**config.mk**
```make
export PLATFORM = sky130hd
export DESIGN_NAME = fir_mac_unit
export DESIGN_NICKNAME = d
export VERILOG_FILES = /design/src/rtl/fir_mac_unit.sv
export SDC_FILE = /design/constraint.sdc
export NUM_CORES = 1
export LEC_CHECK = 0
export ABC_CLOCK_PERIOD_IN_PS = 9350
export CAP_MARGIN = 20
export CORE_MARGIN = 1.5
export CORE_UTILIZATION = 40
export DETAILED_ROUTE_END_ITERATION = 8
export GPL_TIMING_DRIVEN = 0
export MAX_ROUTING_LAYER = met4
export SLEW_MARGIN = 20
export SYNTH_ARGS = -nofsm -noshare
export SYNTH_HDL_FRONTEND = slang
export SYNTH_SLANG_ARGS = --single-unit
```
**constraint.sdc**
```tcl
create_clock -name clock -period 9.35 [get_ports clock]
set_input_delay 1.87 -clock clock [delete_from_list [all_inputs] [get_ports clock]]
set_output_delay 1.87 -clock clock [all_outputs]
set_load 0.03 [all_outputs]
```
**src/rtl/fir_mac_unit.sv**
```systemverilog
// fir_mac_unit: signed 32x32 multiply-accumulate for the FIR extension of the core.
// Latency: operands captured at edge 0, 32 shift-add edges, write-back pulse after edge 33, idle after edge 34.
// Backpressure: none; busy stalls the core and start is ignored until the unit is back in IDLE.
module fir_mac_unit #(
  parameter int SATURATE = 1,
  parameter int SHIFT    = 0
) (
  input  logic        clock,
  input  logic        reset,
  input  logic        start,
  input  logic [4:0]  rd_in,
  input  logic [31:0] opA,
  input  logic [31:0] opB,
  input  logic [31:0] accIn,
  output logic        busy,
  output logic        done,
  output logic        ovf,
  output logic        fir_we,
  output logic [4:0]  fir_waddr,
  output logic [31:0] fir_wdata
);

  typedef enum logic [1:0] {IDLE, MUL, ACC, WB} state_t;

  state_t        state, state_nxt;
  logic [4:0]    iter_cnt;
  logic [63:0]   product;
  logic [63:0]   mcand;
  logic [31:0]   mplier;
  logic          prod_neg;
  logic [31:0]   acc_q;
  logic [4:0]    rd_q;

  logic          do_capture, do_iter, do_acc, do_clear;
  logic [31:0]   mag_a, mag_b;
  logic signed [64:0] prod_signed, prod_shifted, acc_ext, sum;
  logic          sum_ovf;
  logic [31:0]   result;

  // Magnitudes as unsigned 32-bit; 0x80000000 negates to itself, which reads as 2^31.
  assign mag_a = opA[31] ? (~opA + 32'd1) : opA;
  assign mag_b = opB[31] ? (~opB + 32'd1) : opB;

  // State register.
  always_ff @(posedge clock) begin
    if (reset) state <= IDLE;
    else       state <= state_nxt;
  end

  // Next-state logic: one capture edge, 32 multiply edges, one accumulate edge, one write-back edge.
  always_comb begin
    state_nxt = state;
    case (state)
      IDLE:    if (start) state_nxt = MUL;
      MUL:     if (iter_cnt == 5'd31) state_nxt = ACC;
      ACC:     state_nxt = WB;
      WB:      state_nxt = IDLE;
      default: state_nxt = IDLE;
    endcase
  end

  // Per-state control strobes for the datapath register block.
  always_comb begin
    do_capture = 1'b0;
    do_iter    = 1'b0;
    do_acc     = 1'b0;
    do_clear   = 1'b0;
    case (state)
      IDLE:    do_capture = start;
      MUL:     do_iter    = 1'b1;
      ACC:     do_acc     = 1'b1;
      WB:      do_clear   = 1'b1;
      default: do_clear   = 1'b1;
    endcase
  end

  // Apply sign, Q-format shift and accumulate at 65 bits, then saturate or wrap.
  always_comb begin
    prod_signed  = prod_neg ? -$signed({1'b0, product}) : $signed({1'b0, product});
    prod_shifted = prod_signed >>> SHIFT;
    acc_ext      = $signed({{33{acc_q[31]}}, acc_q});
    sum          = prod_shifted + acc_ext;
    // In range iff bits 64..31 are all copies of the sign.
    sum_ovf      = !((&sum[64:31]) || (~|sum[64:31]));
    result       = sum[31:0];
    if (SATURATE != 0 && sum_ovf) result = sum[64] ? 32'h8000_0000 : 32'h7FFF_FFFF;
  end

  // Datapath and registered outputs.
  always_ff @(posedge clock) begin
    if (reset) begin
      iter_cnt  <= '0;
      product   <= '0;
      mcand     <= '0;
      mplier    <= '0;
      prod_neg  <= 1'b0;
      acc_q     <= '0;
      rd_q      <= '0;
      busy      <= 1'b0;
      done      <= 1'b0;
      ovf       <= 1'b0;
      fir_we    <= 1'b0;
      fir_waddr <= '0;
      fir_wdata <= '0;
    end else begin
      if (do_capture) begin
        mcand    <= {32'd0, mag_a};
        mplier   <= mag_b;
        product  <= '0;
        prod_neg <= opA[31] ^ opB[31];
        acc_q    <= accIn;
        rd_q     <= rd_in;
        iter_cnt <= '0;
        busy     <= 1'b1;
      end
      if (do_iter) begin
        if (mplier[0]) product <= product + mcand;
        mcand    <= mcand << 1;
        mplier   <= mplier >> 1;
        iter_cnt <= iter_cnt + 5'd1;
      end
      if (do_acc) begin
        done      <= 1'b1;
        fir_we    <= (rd_q != 5'd0);
        fir_waddr <= rd_q;
        fir_wdata <= result;
        ovf       <= sum_ovf;
      end
      if (do_clear) begin
        done   <= 1'b0;
        fir_we <= 1'b0;
        busy   <= 1'b0;
      end
    end
  end

endmodule

```
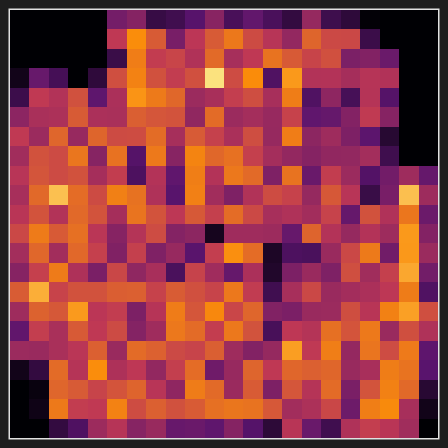
util_map.png
22 x 22 tiles, from black (low) to pale yellow (high), 0 to 100% covered.
- mean over tiles: 44%
- tiles over 75% full: 3.3%
- fullest tile: 94%
floorplan utilization: 40.8%
core area: 0.0480 mm2
Finished Core Util: 47.8%

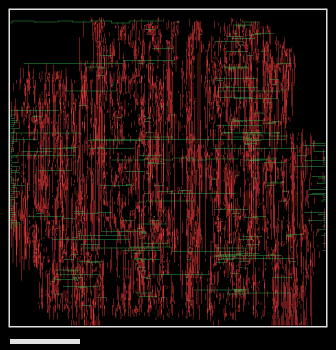
layers.png
The bar under the picture is 50 um long. Two of the layers only.
- M3: green (wire length 3360 um)
- M2: red (wire length 29.1 mm)

==> flow_summary.toml <==
# physical design summary
[cts]
clk_pin_slew_ns = 0.06
hold_buffers = 0
cts_tree = "done"
htreeDepth = 2
cts.sinks = 246
cts_resized = 0
clockBufferDepth = 3
cts-root-buf = "clkbuf_16"
clk_latency_ns = 0.56
numCtsBuffers = 34
postCtsSetupBuffers = 0

[run_status]
outcome = "finished, final reports clean"

[setup_path]
crit_required_ns = 9.82
cp.arrival_ns = 8.67
crit_buf_inv = 4
critPathMaxStageDelay_ns = 0.65
crit_family = "simple AND/OR/NAND/NOR gates"
slowest_stage = "or4_2"
critPathMaxFanout = 10
crit_path_start_kind = "flop"
path_class = "reg2reg"
end_kind = "flop"

[yosys]
synth-edff-count = 0
yosys_warnings = 0
synth_nets = 2870
common_cells = "nand2_1 (314), nor2_1 (292), a21oi_1 (290), dfxtp_1 (246), o21ai_0 (156)"
ys_ff = 246
synth_cells = 2619
yosys_cells = 2619
avgSynthCellArea_um2 = 7.49
syn_area_mm2 = 0.0196
ys.flop_type = "dfxtp_1"
top_area_cell = "dfxtp_1"
yosys.area.top_type_share_pct = 25.1
synth_cell_types = 84
synth.most_common_cell = "nand2_1"
yosys_area_mm2 = 0.0196
topCellsByArea = "dfxtp_1 (25%), ha_1 (9.2%), a21oi_1 (7.4%), nand2_1 (6.0%), xnor2_1 (5.8%)"
synth_seq_share_pct = 25.1
async_flop_share_pct = 0

[power]
power_uw = 5020
power_leakage_uw = 0.00930
peakVddDrop_v = 0.000128
power_density_mw_per_mm2 = 218

[routing]
drc_errors = 0
wl_mm = 65.1
drtAntennaViolNets = 0
drt_pre_antenna_iters = 5
viasPerCell = 5.73
drtIter0Drc = 1281
num_vias = 19700

[sta]
hold_violations = 0
finalClockPeriodUsage_pct = 87.7
tns_ns = 0
whs_ns = 0.455
slew-limit-headroom_pct = 24.6
min_period_ns = 8.20
drv_slew = 0
max_freq_mhz = 122
finalSetupViolCount = 0
rsz0062_at_grt = "no"
max_slew.worst_pin.slew_ns = 1.13
finClkSkew_ns = 0.0235

[finish]
area_delta_synth_final_pct = 17.2
register_area_mm2 = 0.00493
logic_area_mm2 = 0.0139
fillers = 4852
drive_gt1_share_pct = 4.65
fin_nets = 3050
fin_cells = 3436

[job]
tool_warnings = 38
max_cap_violations = 0

[min_path]
hold_path.class = "reg2reg"

[placement]
hpwl_mm = 52.8
place.gp.congestion = 0.925
io_buffers = 144
placedCellCount = 3378

[grt]
grt_max_degree = 41
antenna_found_initial = 4
overflow = 0
grt_pass1_wl_mm = 103
track_usage_pct = 26.5
grt_pass1_vias = 19100

[die]
chip_area_mm2 = 0.0504
core.rowCount = 80
die_h_um = 224
ios = 145
die_w_um = 224
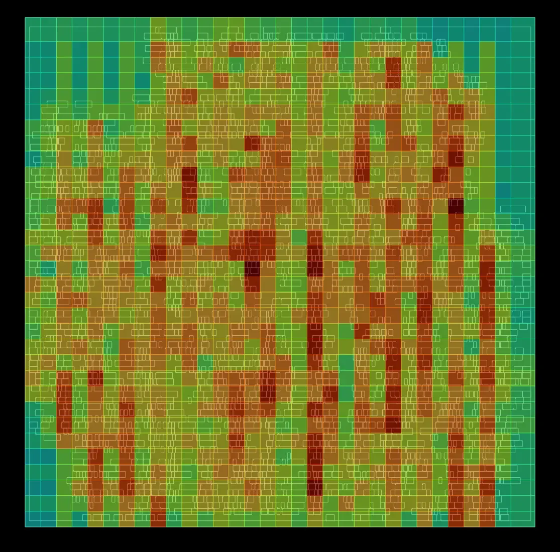
congestion_map.png
M1 GR Usage: 34.7%
M3 GR Usage: 3.36%
Wirelength per Cell: 19.0 um
GR Util met2: 42.4%

[power breakdown]
| part | switching, uW | internal [uW] |
|---|---|---|
| Sequential | 189 | 1270 |
| Combinational | 1420 | 781 |
| Clock | 530 | 828 |
| Total | 2140 | 2880 |
[worst reg2reg max path: cells and delay by family, from the launching register on]
family                   cells  cell delay [ns]
AND/OR/NAND/NOR             17             5.14
buffers and inverters        4             0.63
AND-OR/OR-AND                5             1.09
flip-flops                   1             0.35
XOR/XNOR                     1             0.12
multiplexers                 1             0.36
adder cells (fa/ha/maj)      1             0.44
[layout by cell type, fill, tap and decap left out, types with 13 or more instances in the layout]
master / instances
nand2_1: 314
nor2_1: 292
a21oi_1: 290
dfxtp_1: 245
o21ai_0: 156
ha_1: 145
clkdlybuf4s50_1: 144
xnor2_1: 131
clkbuf_1: 113
xor2_1: 100
a211oi_1: 79
a21o_1: 58
inv_1: 51
and3_1: 47
o31ai_1: 42
nor3_1: 40
nand3_1: 36
nand4_1: 35
a22oi_1: 34
clkbuf_16: 34
o211ai_2: 30
or3_1: 28
o21a_1: 24
o41ai_1: 21
nor2b_1: 20
buf_1: 20
o21bai_1: 20
nor4_1: 19
o211ai_1: 19
or4_1: 17
and2_1: 15
nand2b_1: 15
mux2i_1: 14
a31oi_1: 13
[metal layers]
metal,up-vias,track usage [%],share of wire [%]
met1,9133,34.7,47
met5,-,-,0
li1,9899,-,-
met3,116,3.36,5.2
met2,535,42.4,45
met4,0,8.36,3.0
[layout make-up]
cell class	instances	share of cell area [%]
multi-input combinational	2180	60.6
sequential	246	21.4
timing repair buffer	144	6.27
clock buffer	42	4.09
tap	615	3.35
buffer	141	2.44
clock inverter	14	0.909
inverter	52	0.849
antenna	2	0.0218
[sequential cells by signal (all words and copies together), names as in the netlist, 2 cells and up]
name       count
mplier        32
rd_q           5
acc_q         32
mcand         64
fir_wdata     32
product       64
iter_cnt       5
fir_waddr      5
state          2
[final timing paths]
path | start | end | slack [ns] | cells after the start
max | product[11] | fir_wdata[2] | 1.15 | 29
max reg2reg | product[11] | fir_wdata[2] | 1.15 | 29
min reg2reg | done | done | 0.46 | 1
min | done | done | 0.46 | 1
[per-stage QoR]
step / setup WS [ns] / util [%] / cell area (um2)
5_1_grt: 0.456 / 47.8 / 23000
3_3_place_gp: 1.29 / 45.4 / 21800
6_report: 1.15 / 47.8 / 23000
4_1_cts: 1.19 / 47.8 / 23000
2_1_floorplan: 2.26 / - / 19600
3_5_place_dp: 1.21 / 45.4 / 21800
[cell families (layout without fill, tap and decap cells)]
family                     after synthesis  count (layout)  share of synthesized area (%)
AOI/OAI and AO/OA                      863             863                           28.7
xor gates and xnor gates               231             231                           10.3
adders and majority gates              147             147                           9.45
buffers and inverters                  193             393                           3.85
DFF                                    246             246                           25.1
muxes                                   15              15                          0.791
other                                    0               2                              0
and+or+nand+nor                        924             924                           21.8
